===== src/rtl/traffic_request_conditioner.sv =====
// Front end for trafficController: synchronises and debounces the raw button/switch inputs,
// latches pedestrian requests until served and turns emergency requests into spaced pulses.
module traffic_request_conditioner #(
    parameter int DEBOUNCE   = 3,
    parameter int EMERG_HOLD = 2,
    parameter int COOLDOWN   = 4
) (
    input  logic clk,
    input  logic reset,
    input  logic raw_T1ped,
    input  logic raw_T2ped,
    input  logic raw_eLeft,
    input  logic raw_eRight,
    input  logic T1Walk,
    input  logic T2Walk,
    output logic T1pedButton,
    output logic T2pedButton,
    output logic Emergency_Left,
    output logic Emergency_Right,
    output logic emerg_busy
);

    localparam int DBW       = (DEBOUNCE > 1) ? $clog2(DEBOUNCE) : 1;
    localparam int TMAX      = (EMERG_HOLD > COOLDOWN) ? EMERG_HOLD : COOLDOWN;
    localparam int TW        = (TMAX > 1) ? $clog2(TMAX) : 1;
    localparam int HOLD_LAST = EMERG_HOLD - 1;
    localparam int COOL_LAST = (COOLDOWN > 0) ? COOLDOWN - 1 : 0;

    // Lane order: 0 = T1 ped, 1 = T2 ped, 2 = emergency left, 3 = emergency right.
    logic [3:0] raw_in;
    logic [3:0] rise;
    logic [1:0] walk;

    assign raw_in = {raw_eRight, raw_eLeft, raw_T2ped, raw_T1ped};
    assign walk   = {T2Walk, T1Walk};

    genvar gi;
    generate
        for (gi = 0; gi < 4; gi++) begin : g_in
            logic           sync1_q, sync1_d;
            logic           sync2_q, sync2_d;
            logic           db_q, db_d;
            logic [DBW-1:0] cnt_q, cnt_d;

            always_comb begin
                sync1_d = raw_in[gi];
                sync2_d = sync1_q;
                db_d    = db_q;
                cnt_d   = '0;
                if (sync2_q != db_q) begin
                    if (cnt_q == DBW'(DEBOUNCE - 1)) begin
                        db_d = sync2_q;
                    end else begin
                        cnt_d = cnt_q + DBW'(1);
                    end
                end
            end

            assign rise[gi] = db_d & ~db_q;

            always_ff @(posedge clk or negedge reset) begin
                if (!reset) begin
                    sync1_q <= 1'b0;
                    sync2_q <= 1'b0;
                    db_q    <= 1'b0;
                    cnt_q   <= '0;
                end else begin
                    sync1_q <= sync1_d;
                    sync2_q <= sync2_d;
                    db_q    <= db_d;
                    cnt_q   <= cnt_d;
                end
            end
        end

        for (gi = 0; gi < 2; gi++) begin : g_ped
            logic ped_pend_q, ped_pend_d;

            // A press seen while the side is already walking is dropped, not queued.
            always_comb begin
                ped_pend_d = walk[gi] ? 1'b0 : (ped_pend_q | rise[gi]);
            end

            always_ff @(posedge clk or negedge reset) begin
                if (!reset) begin
                    ped_pend_q <= 1'b0;
                end else begin
                    ped_pend_q <= ped_pend_d;
                end
            end
        end
    endgenerate

    assign T1pedButton = g_ped[0].ped_pend_q;
    assign T2pedButton = g_ped[1].ped_pend_q;

    typedef enum logic [1:0] {IDLE, E_LEFT, E_RIGHT, COOL} emerg_state_t;

    emerg_state_t   state_q, state_d;
    logic [TW-1:0]  tmr_q, tmr_d;
    logic           pend_l_q, pend_l_d;
    logic           pend_r_q, pend_r_d;
    logic           dispatch;
    logic           em_left_q, em_right_q, busy_q;

    always_comb begin
        state_d  = state_q;
        tmr_d    = tmr_q;
        pend_l_d = pend_l_q | rise[2];
        pend_r_d = pend_r_q | rise[3];
        dispatch = 1'b0;
        case (state_q)
            IDLE: dispatch = 1'b1;
            E_LEFT, E_RIGHT: begin
                if (tmr_q == TW'(HOLD_LAST)) begin
                    tmr_d   = '0;
                    state_d = (COOLDOWN == 0) ? IDLE : COOL;
                end else begin
                    tmr_d = tmr_q + TW'(1);
                end
            end
            COOL: begin
                // The last cooldown cycle is also the IDLE-exit edge, so a waiting
                // request starts here rather than one cycle later.
                if (tmr_q == TW'(COOL_LAST)) begin
                    tmr_d    = '0;
                    state_d  = IDLE;
                    dispatch = 1'b1;
                end else begin
                    tmr_d = tmr_q + TW'(1);
                end
            end
            default: state_d = IDLE;
        endcase
        if (dispatch) begin
            if (pend_l_q) begin
                state_d  = E_LEFT;
                pend_l_d = rise[2];
            end else if (pend_r_q) begin
                state_d  = E_RIGHT;
                pend_r_d = rise[3];
            end
        end
    end

    always_ff @(posedge clk or negedge reset) begin
        if (!reset) begin
            state_q    <= IDLE;
            tmr_q      <= '0;
            pend_l_q   <= 1'b0;
            pend_r_q   <= 1'b0;
            em_left_q  <= 1'b0;
            em_right_q <= 1'b0;
            busy_q     <= 1'b0;
        end else begin
            state_q    <= state_d;
            tmr_q      <= tmr_d;
            pend_l_q   <= pend_l_d;
            pend_r_q   <= pend_r_d;
            em_left_q  <= (state_d == E_LEFT);
            em_right_q <= (state_d == E_RIGHT);
            busy_q     <= (state_d != IDLE);
        end
    end

    assign Emergency_Left  = em_left_q;
    assign Emergency_Right = em_right_q;
    assign emerg_busy      = busy_q;

endmodule


===== config.mk =====
export PLATFORM = sky130hd
export DESIGN_NAME = traffic_request_conditioner
export DESIGN_NICKNAME = d
export VERILOG_FILES = /design/src/rtl/traffic_request_conditioner.sv
export SDC_FILE = /design/constraint.sdc
export NUM_CORES = 1
export LEC_CHECK = 0
export ABC_AREA = 1
export CORE_UTILIZATION = 50
export CTS_BUF_LIST = sky130_fd_sc_hd__clkbuf_8
export DETAILED_ROUTE_END_ITERATION = 16
export PLACE_DENSITY = 0.72
export SKIP_CTS_REPAIR_TIMING = 1
export SLEW_MARGIN = 20
export SYNTH_ARGS = -nofsm -noshare
export SYNTH_HDL_FRONTEND = slang
export SYNTH_SLANG_ARGS = --single-unit

===== constraint.sdc =====
create_clock -name clk -period 1.5 [get_ports clk]
set_input_delay 0.3 -clock clk [delete_from_list [all_inputs] [get_ports clk]]
set_output_delay 0.3 -clock clk [all_outputs]
set_load 0.01 [all_outputs]

M2 wires:
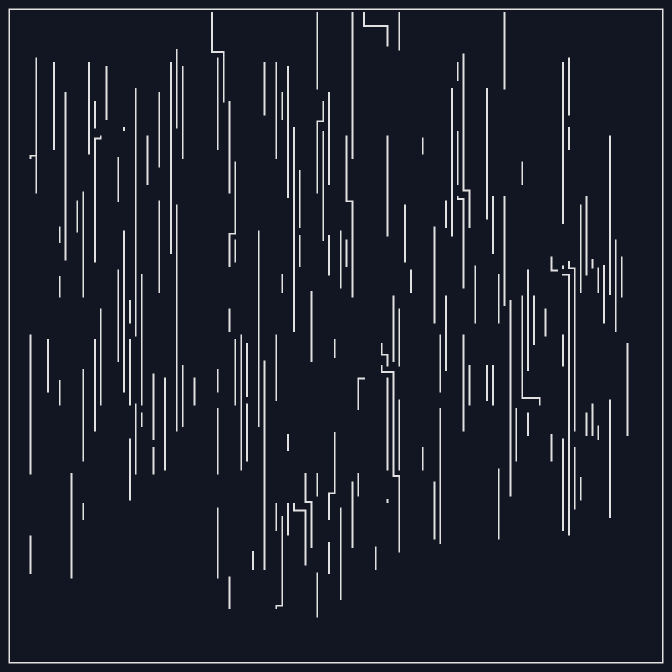
- nets with wire on the layer: 122
- share of all routed wire: 50%
- wire length on this layer: 940 um

Congestion heat map:
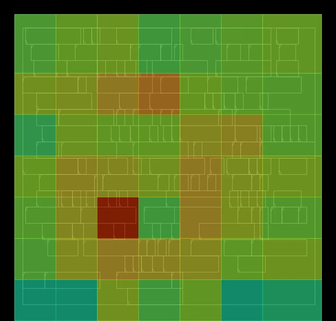
Tot GR Track Use: 18.9%
GRT met1 Usage: 20.7%

Wiring by layer:
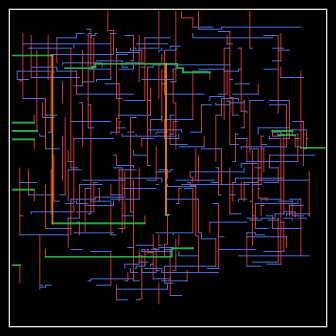
- metal 1: blue (wire length 794 um)
- metal 2: red (wire length 940 um)
- metal 3: green (wire length 97.7 um)
- metal 4: orange (wire length 51.7 um)

Placement density heat map:
The die is cut into 10 by 10 equal tiles; white is low, dark blue is high, 0 to 100% covered.
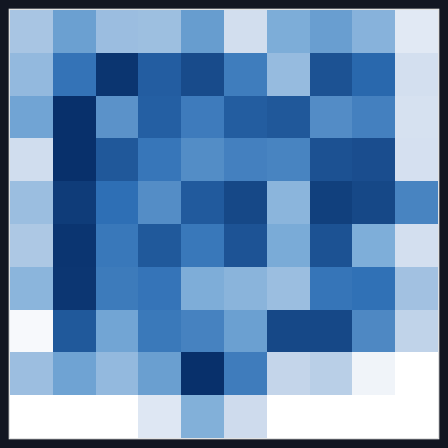
- mean over tiles: 55%
- tiles over 75% full: 27%
- nearly empty tiles: 8.0%
- fullest tile: 100%
- emptiest ninth of the die: bottom right
final core utilization: 65.8%
core area: 0.00225 mm^2
fp_density: 53.8%

==> final cells by class <==
cell class / instances / share of cell area [%]
clock buffers: 6 / 5.57
clock inverters: 1 / 0.338
inverters: 18 / 4.56
multi-input cells: 67 / 25.9
flip-flops and latches: 31 / 52.3
well taps: 28 / 2.36
repair buffers: 13 / 8.95
==> stage by stage <==
| stage | std cells | TNS (ns) | util, % |
|---|---|---|---|
| after floorplan | 116 | 0 | - |
| after global placement | 157 | 0 | 61.0 |
| after detailed placement | 157 | 0 | 61.0 |
| after CTS | 164 | -0.0149 | 64.9 |
| after global routing | 164 | 0 | 65.8 |
| final | 164 | 0 | 65.8 |
==> metal layers <==
metal,global-route usage [%],wire length [um],vias to the layer above
li1,-,-,401
met1,20.7,794,376
met2,28.5,940,17
met3,9.23,97,4
met4,13.1,51,0
met5,0,0,-
==> Changelog: implementation <==
### Physical design

- Min-delay worst type: reg2reg
- Insertion delay to the later sink of the worst-skew pair: 0.28 ns
- Final tally of hold violations: 0
- DRT iter0 DRCs: 8
- Routed Antenna Nets: 0
- Critical path's slowest cell: clkdlybuf4s50_1
- Largest net degree at the start of global routing: 32
- Worst-Margin Slew: 0.371 ns
- Mapped Cells: 116
- Clk pwr share: 22.4%
- ANT cells: 0
- Die Y: 51.2 um
- Worst Setup EP: Emergency_Right
- Register area share after synthesis: 64.0%
- Die Area: 0.00263 mm^2
- Clock-net power: 630 uW
- Most frequent cell after synthesis: dfrtp_1
- CTS root buffer: clkbuf_8
- Outcome: finished clean
- Share of cells above drive strength 1: 13.2%
- Post-synthesis chip area from yosys: 0.00121 mm^2
- Peak supply drop: 1.13 mV
- Final Cell Area: 0.00148 mm^2
- Gate Area: 384 um^2
- Seq pwr: 1.27 mW
- CTS tree: built
- Worst r2r dst: emerg_busy
- CP Depth: 1
- FMAX: 0.694 GHz
- Ys cells: 116
- Antenna violations before repair: 0
- Pwr top: registers
- Total Wirelength: 1.88 mm
- Synth async-reset ratio: 100%
- Via/cell ratio: 4.87
- Comb pwr: 914 uW
- FF-to-FF Start: state_q[0]
- Leak: 0.746 nW
- Number of enable flip-flop cells: 0
- Setup slack, reg-to-reg: 0.17 ns
- Hold_sp: g_in[3].sync1_q
- Input/output buffers: 12
- Row cnt: 17
- Tcrit/Tclk final: 96.0%
- CP peak stage delay: 0.53 ns
- Main flop type: dfrtp_1
- Clock sink total: 31
- Top cell excl fill/tap: dfrtp_1
- Log Warnings: 29
- Final worst slack: 0.0601 ns
- Yosys adder share: 5.16%
- Crit path from: Emergency_Right
- Worst Hold End: g_in[3].sync2_q
- Top cells, area: dfrtp_1 64%, nand2_1 7.1%, inv_1 5.3%
- Max-cap check violation count: 0
- Post-synth top area cell: dfrtp_1
- Post-synth mux share: 0%
- H-tree depth: 2
- Max clock buf depth: 2
- Worst hold slack: 0.345 ns
- Drt pass-1 iters: 6
- Worst Path Required: 1.20 ns
- Setup-violating endpoint count in the final report: 0
- Sw Ratio: 33.8%
- Critical path cell sequence: clkdlybuf4s50_1
- Top cells excl fill/tap: 31 x dfrtp_1, 23 x nand2_1, 17 x inv_1
- Register with the highest flop count: g_in.cnt_q
- Buffers & Inverters on Critical Path: 1
- R2R depth: 8
- Aoi share: 7.64%
- Max-slew violation count: 0
- Layout Skew: 0.00341 ns
- Nets: 149
- Worst hold path cell count: 0
- Clock transition at path regs: 0.06 ns
- Inserted Clock Buffers: 5
- Post-Syn Area: 0.00121 mm^2
- Yosys warns: 0
- Top logic family: simple AND/OR/NAND/NOR gates
- Synth flops: 31
- First-pass GRT wire length: 3.32 mm
No activity file was given, so power comes from the tool's default toggle rates.
